`src/rtl/muldiv_pkg.sv`:
```
// Shared types, funct3 encodings and decode helpers for the RV32M multiply/divide unit.
package muldiv_pkg;

  typedef enum logic [1:0] {
    IDLE = 2'd0,
    CALC = 2'd1,
    FIX  = 2'd2,
    DONE = 2'd3
  } md_state_t;

  localparam logic [2:0] F3_MUL    = 3'b000;
  localparam logic [2:0] F3_MULH   = 3'b001;
  localparam logic [2:0] F3_MULHSU = 3'b010;
  localparam logic [2:0] F3_MULHU  = 3'b011;
  localparam logic [2:0] F3_DIV    = 3'b100;
  localparam logic [2:0] F3_DIVU   = 3'b101;
  localparam logic [2:0] F3_REM    = 3'b110;
  localparam logic [2:0] F3_REMU   = 3'b111;

  // Divide family is the upper half of the funct3 space.
  function automatic logic is_div(input logic [2:0] f3);
    return f3[2];
  endfunction

  // Operand A is treated as two's complement for these ops.
  function automatic logic rs1_signed(input logic [2:0] f3);
    return (f3 == F3_MULH) || (f3 == F3_MULHSU) || (f3 == F3_DIV) || (f3 == F3_REM);
  endfunction

  // Operand B is treated as two's complement for these ops.
  function automatic logic rs2_signed(input logic [2:0] f3);
    return (f3 == F3_MULH) || (f3 == F3_DIV) || (f3 == F3_REM);
  endfunction

endpackage

```
`src/rtl/muldiv_step.sv`:
```
// One combinational iteration of the shared multiply/divide datapath.
// acc holds {hi, lo}: for multiply hi is the partial product and lo the remaining
// multiplier bits; for divide hi is the partial remainder and lo the dividend/quotient.
module muldiv_step #(
  parameter int unsigned XLEN = 32
) (
  input  logic              is_div_i,
  input  logic [2*XLEN-1:0] acc_i,
  input  logic [XLEN-1:0]   opnd_i,
  output logic [2*XLEN-1:0] acc_o
);

  logic [XLEN:0] add_sum;
  logic [XLEN:0] shifted;
  logic [XLEN:0] trial;

  // Shift-add for multiply, restoring shift-subtract for divide.
  always_comb begin
    add_sum = {1'b0, acc_i[2*XLEN-1:XLEN]} + ({1'b0, opnd_i} & {(XLEN+1){acc_i[0]}});
    shifted = acc_i[2*XLEN-1:XLEN-1];
    trial   = shifted - {1'b0, opnd_i};
    if (is_div_i) begin
      if (!trial[XLEN]) begin
        acc_o = {trial[XLEN-1:0], acc_i[XLEN-2:0], 1'b1};
      end else begin
        acc_o = {shifted[XLEN-1:0], acc_i[XLEN-2:0], 1'b0};
      end
    end else begin
      acc_o = {add_sum, acc_i[XLEN-1:1]};
    end
  end

endmodule

```
`src/rtl/muldiv_unit.sv`:
```
// Iterative RV32M multiply/divide unit feeding the register-file write port.
module muldiv_unit
  import muldiv_pkg::*;
#(
  parameter int unsigned XLEN = 32
) (
  input  logic            clk,
  input  logic            rst,
  input  logic            start,
  input  logic            kill,
  input  logic [2:0]      funct3,
  input  logic [XLEN-1:0] rs1_val,
  input  logic [XLEN-1:0] rs2_val,
  input  logic [4:0]      rd_addr,
  output logic            busy,
  output logic            done,
  output logic [XLEN-1:0] result,
  output logic [4:0]      wb_addr,
  output logic            wb_en
);

  localparam int unsigned CNT_W = $clog2(XLEN) + 1;
  localparam logic [XLEN-1:0] MIN_NEG = {1'b1, {(XLEN-1){1'b0}}};

  md_state_t         state_q, state_d;
  logic [CNT_W-1:0]  cnt_q, cnt_d;
  logic [2*XLEN-1:0] acc_q, acc_d;
  logic [XLEN-1:0]   opnd_q, opnd_d;
  logic [2:0]        op_q, op_d;
  logic              neg_q, neg_d;
  logic              neg_rem_q, neg_rem_d;
  logic [4:0]        rd_q, rd_d;
  logic [XLEN-1:0]   result_q, result_d;
  logic [4:0]        wb_addr_q, wb_addr_d;
  logic              done_q, done_d;
  logic              wb_en_q, wb_en_d;
  logic              busy_q, busy_d;

  logic [2*XLEN-1:0] step_acc;
  logic              a_neg, b_neg;
  logic [XLEN-1:0]   a_mag, b_mag;
  logic [2*XLEN-1:0] prod_fix;
  logic [XLEN-1:0]   quo_fix, rem_fix;
  logic              div_by_zero, div_ovf;

  muldiv_step #(.XLEN(XLEN)) u_step (
    .is_div_i (is_div(op_q)),
    .acc_i    (acc_q),
    .opnd_i   (opnd_q),
    .acc_o    (step_acc)
  );

  // Operand magnitudes, fast-path detection and final sign correction.
  always_comb begin
    a_neg       = rs1_signed(funct3) & rs1_val[XLEN-1];
    b_neg       = rs2_signed(funct3) & rs2_val[XLEN-1];
    a_mag       = a_neg ? (~rs1_val + XLEN'(1)) : rs1_val;
    b_mag       = b_neg ? (~rs2_val + XLEN'(1)) : rs2_val;
    div_by_zero = is_div(funct3) && (rs2_val == '0);
    div_ovf     = is_div(funct3) && !funct3[0] && (rs1_val == MIN_NEG) && (rs2_val == '1);
    prod_fix    = neg_q ? (~acc_q + (2*XLEN)'(1)) : acc_q;
    quo_fix     = neg_q ? (~acc_q[XLEN-1:0] + XLEN'(1)) : acc_q[XLEN-1:0];
    rem_fix     = neg_rem_q ? (~acc_q[2*XLEN-1:XLEN] + XLEN'(1)) : acc_q[2*XLEN-1:XLEN];
  end

  // Next-state and datapath control.
  always_comb begin
    state_d   = state_q;
    cnt_d     = cnt_q;
    acc_d     = acc_q;
    opnd_d    = opnd_q;
    op_d      = op_q;
    neg_d     = neg_q;
    neg_rem_d = neg_rem_q;
    rd_d      = rd_q;
    result_d  = result_q;
    wb_addr_d = wb_addr_q;
    done_d    = 1'b0;
    wb_en_d   = 1'b0;

    case (state_q)
      IDLE: begin
        if (start && !kill) begin
          op_d = funct3;
          rd_d = rd_addr;
          if (div_by_zero || div_ovf) begin
            // Architecturally defined results that need no iteration.
            if (div_by_zero) begin
              result_d = funct3[1] ? rs1_val : '1;
            end else begin
              result_d = funct3[1] ? '0 : MIN_NEG;
            end
            state_d   = DONE;
            done_d    = 1'b1;
            wb_addr_d = rd_addr;
            wb_en_d   = (rd_addr != 5'd0);
          end else begin
            state_d   = CALC;
            cnt_d     = '0;
            neg_d     = a_neg ^ b_neg;
            neg_rem_d = a_neg;
            if (is_div(funct3)) begin
              acc_d  = {{XLEN{1'b0}}, a_mag};
              opnd_d = b_mag;
            end else begin
              acc_d  = {{XLEN{1'b0}}, b_mag};
              opnd_d = a_mag;
            end
          end
        end
      end
      CALC: begin
        acc_d = step_acc;
        cnt_d = cnt_q + CNT_W'(1);
        if (cnt_q == CNT_W'(XLEN - 1)) begin
          state_d = FIX;
        end
      end
      FIX: begin
        case (op_q)
          F3_MUL:                       result_d = prod_fix[XLEN-1:0];
          F3_MULH, F3_MULHSU, F3_MULHU: result_d = prod_fix[2*XLEN-1:XLEN];
          F3_DIV, F3_DIVU:              result_d = quo_fix;
          default:                      result_d = rem_fix;
        endcase
        state_d   = DONE;
        done_d    = 1'b1;
        wb_addr_d = rd_q;
        wb_en_d   = (rd_q != 5'd0);
      end
      default: begin
        state_d = IDLE;
      end
    endcase

    // Flush drops the op without touching the visible write-port values.
    if (kill) begin
      state_d   = IDLE;
      done_d    = 1'b0;
      wb_en_d   = 1'b0;
      result_d  = result_q;
      wb_addr_d = wb_addr_q;
    end

    busy_d = (state_d != IDLE);
  end

  // State, datapath and registered outputs.
  always_ff @(posedge clk or posedge rst) begin
    if (rst) begin
      state_q   <= IDLE;
      cnt_q     <= '0;
      acc_q     <= '0;
      opnd_q    <= '0;
      op_q      <= '0;
      neg_q     <= 1'b0;
      neg_rem_q <= 1'b0;
      rd_q      <= '0;
      result_q  <= '0;
      wb_addr_q <= '0;
      done_q    <= 1'b0;
      wb_en_q   <= 1'b0;
      busy_q    <= 1'b0;
    end else begin
      state_q   <= state_d;
      cnt_q     <= cnt_d;
      acc_q     <= acc_d;
      opnd_q    <= opnd_d;
      op_q      <= op_d;
      neg_q     <= neg_d;
      neg_rem_q <= neg_rem_d;
      rd_q      <= rd_d;
      result_q  <= result_d;
      wb_addr_q <= wb_addr_d;
      done_q    <= done_d;
      wb_en_q   <= wb_en_d;
      busy_q    <= busy_d;
    end
  end

  assign busy    = busy_q;
  assign done    = done_q;
  assign result  = result_q;
  assign wb_addr = wb_addr_q;
  assign wb_en   = wb_en_q;

endmodule
```
`config.mk`:
```
export PLATFORM = sky130hd
export DESIGN_NAME = muldiv_unit
export DESIGN_NICKNAME = d
export VERILOG_FILES = /design/src/rtl/muldiv_pkg.sv /design/src/rtl/muldiv_step.sv /design/src/rtl/muldiv_unit.sv
export SDC_FILE = /design/constraint.sdc
export NUM_CORES = 1
export LEC_CHECK = 0
export CAP_MARGIN = 0
export CORE_UTILIZATION = 55
export CTS_CLUSTER_DIAMETER = 50
export DETAILED_ROUTE_END_ITERATION = 8
export PLACE_DENSITY = 0.85
export SLEW_MARGIN = 10
export SYNTH_ARGS = -nofsm -noshare
export SYNTH_HDL_FRONTEND = slang
export SYNTH_SLANG_ARGS = --single-unit
```
`constraint.sdc`:
```
create_clock -name clk -period 5.2 [get_ports clk]
set_input_delay 1.04 -clock clk [delete_from_list [all_inputs] [get_ports clk]]
set_output_delay 1.04 -clock clk [all_outputs]
set_load 0.005 [all_outputs]
```
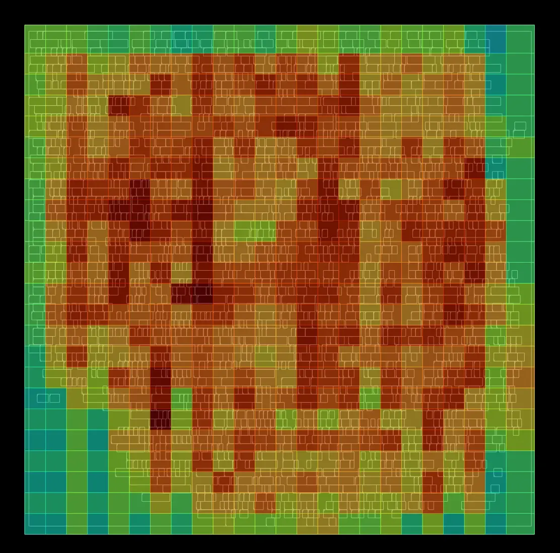
**Above:** congestion heat map.
met1 Resource Use GR: 53.9%
Final Core Density: 63.2%

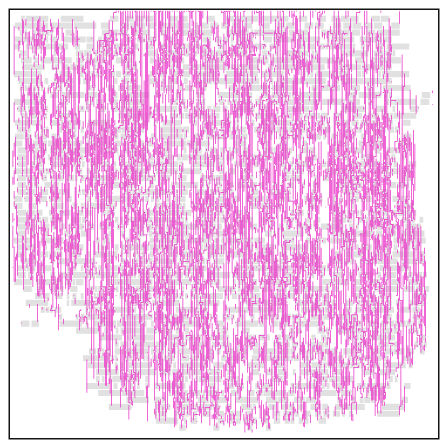
**Above:** the metal 2 layer.
Cells faint in the background.
longest straight run	65.6 um
wire length on this layer	23.5 mm
nets with wire on the layer	1823

==> reports/qor.yml <==
outcome: "completed"
total_switching_power_mw: 4.21
remaining_drc_errors: 0
setup_violations: 0
internal_power_mw: 4.31
routed-via-count: 16000
finalMaxSlewViolations: 0
mux_share_pct: 4.88
area.combinational_mm2: 0.0105
fmaxAchievable_mhz: 217
comb_power_share_pct: 59.7
core_util_floorplan_pct: 56.1
totalPowerFinal_mw: 8.52
synthDominantAreaCellType: "sky130_fd_sc_hd__dfrtp_1"
compound_area_share_pct: 27.3
post_cts_buffers: 0
grt.overflow.total: 0
cp_common_cell: "sky130_fd_sc_hd__or3_1"
post-route-period-util_pct: 88.7
detailed_place.area_mm2: 0.0165
leak_nw: 7.18
slew_headroom_pct: 16.3
resized_after_cts: 0
seq_area_mm2: 0.00385
pwr-share-seq_pct: 24.2
max_slew.worst_pin.slew_ns: 1.25
cell_area_power_density_mw_per_mm2: 499
post_route_cells_drive_above_1_share_pct: 5.50
antenna_found_initial: 1
cp-start-kind: "input pin"
grtUsageTotal_pct: 39.0
highest_layer: "met4"
cp_data_required_time_ns: 5.52
num-nets-final: 2192
dieHeight_um: 168
topCellsByArea: "sky130_fd_sc_hd__dfrtp_1 (25%), sky130_fd_sc_hd__o21ai_0 (7.4%), sky130_fd_sc_hd__xor2_1 (6.0%), sky130_fd_sc_hd__ha_1 (5.8%), sky130_fd_sc_hd__a21oi_1 (5.7%)"
hold_class: "reg -> reg"
async_flop_share_pct: 100
detailed_router_iteration_count_before_antenna_repair: 6
totalNegativeSetupSlack_ns: 0
route.met2.wl_um: 23500
yosys-stat-area_mm2: 0.0152
cts.htree.levels: 4
route.met3.wl_um: 6110
via_per_inst: 6.67
netlist_area_mm2: 0.0152
layout.cells.most_common_list: "sky130_fd_sc_hd__nor2_1 (227), sky130_fd_sc_hd__o21ai_0 (223), sky130_fd_sc_hd__nand2_1 (198), sky130_fd_sc_hd__a21oi_1 (174), sky130_fd_sc_hd__dfrtp_1 (153)"
grt_first_pass_wirelength_um: 84200
pre_cts_slack_ns: 0.177
final_layout_top_logic_cell: "sky130_fd_sc_hd__nor2_1"
place.port_buffers: 115
final-hold-violation-count: 0
library_cell_contributing_the_largest_single_delay_on_the_critical_path: "sky130_fd_sc_hd__or4_4"
biggest_register: "acc_q"
number_of_flip_flops_under_the_largest_register_name: 64
grt_max_degree: 115
logic_family: "AND-OR/OR-AND gates"
whs_ns: 0.481
openroad_warning_count: 33
cts_tree: "done"
criticalPathCategory: "in -> reg"
pin_count: 116
crit_path_start: "rs1_val[13]"
common_cells: "sky130_fd_sc_hd__nor2_1 (228), sky130_fd_sc_hd__o21ai_0 (223), sky130_fd_sc_hd__nand2_1 (199), sky130_fd_sc_hd__a21oi_1 (174), sky130_fd_sc_hd__dfrtp_1 (154)"
n_fill_cell: 2383
synth-simple-area-share_pct: 19.4
drt_iter0_drc: 2378
via_count_of_the_first_global_routing_pass: 14400
core_region_area_mm2: 0.0270
enable_flop_cells: 0
switching_share_pct: 49.4
top_cell: "sky130_fd_sc_hd__nor2_1"
yosys.area_share.adder_pct: 6.04
drt-total-wl_um: 55200
cts_inserted_buffers: 17
area_delta_synth_final_pct: 12.6
die-area_mm2: 0.0282
post_synth.cell_area_avg_um2: 7.53
type_of_destination_of_the_critical_path: "flip-flop"
route.layer.met1.wl_um: 23100
power.share.clock_pct: 16.1
unrepaired_setup_endpoints_after_global_routing: "false"
netlist.area_leader.share_pct: 25.4
synth-cells-yosys: 2013
[layout make-up]
cell class / count / area share, %
Multi-Input combinational cell: 1652 / 61.4
Sequential cell: 154 / 22.6
Timing Repair Buffer: 149 / 8.30
Tap cell: 341 / 2.50
Clock buffer: 17 / 2.49
Inverter: 70 / 1.64
Clock inverter: 14 / 1.08
Antenna cell: 1 / 0.0147
[power by group through the flow]
stage	clock, mW	combinational, mW	sequential [mW]
after floorplan	0	3.91	1.68
after global placement	0	4.79	2.03
after detailed placement	0	4.91	2.04
after CTS	1.36	4.95	2.02
after global routing	1.42	5.54	2.08
final	1.37	5.09	2.07
[stage by stage]
step | utilization [%] | std cells
after detailed placement | 60.9 | 2366
after CTS | 63.2 | 2397
after global placement | 60.9 | 2366
after floorplan | - | 2013
final | 63.2 | 2398
after global routing | 63.2 | 2397
[worst max-delay path: cells and delay by family]
family | cells | cell delay (ns)
AND-OR/OR-AND | 4 | 0.78
AND/OR/NAND/NOR | 6 | 2.37
buffers and inverters | 2 | 0.71
[metal layers]
metal,track usage [%],vias to the layer above
met5,0,-
met1,53.9,7635
li1,-,7289
met4,16.5,0
met2,57.0,926
met3,10.8,139
[final timing paths]
path / slack (ns) / to / depth (start not counted)
hold reg to reg: 0.48 / opnd_q[23] / 2
hold / removal: 0.48 / opnd_q[23] / 2
setup reg to reg: 0.73 / acc_q[37] / 13
setup / recovery: 0.59 / result[12] / 12
max in group asynchronous: 2.97 / acc_q[12] / 3
min in group asynchronous: 1.17 / opnd_q[4] / 2
[cells by family after synthesis]
logic type	Yosys count
adder cells (fa/ha/maj)	72
AND-OR/OR-AND	672
buffers and inverters	207
multiplexers	72
flip-flops	154
AND/OR/NAND/NOR	640
XOR/XNOR	196
Power and IR drop assume default switching activity.
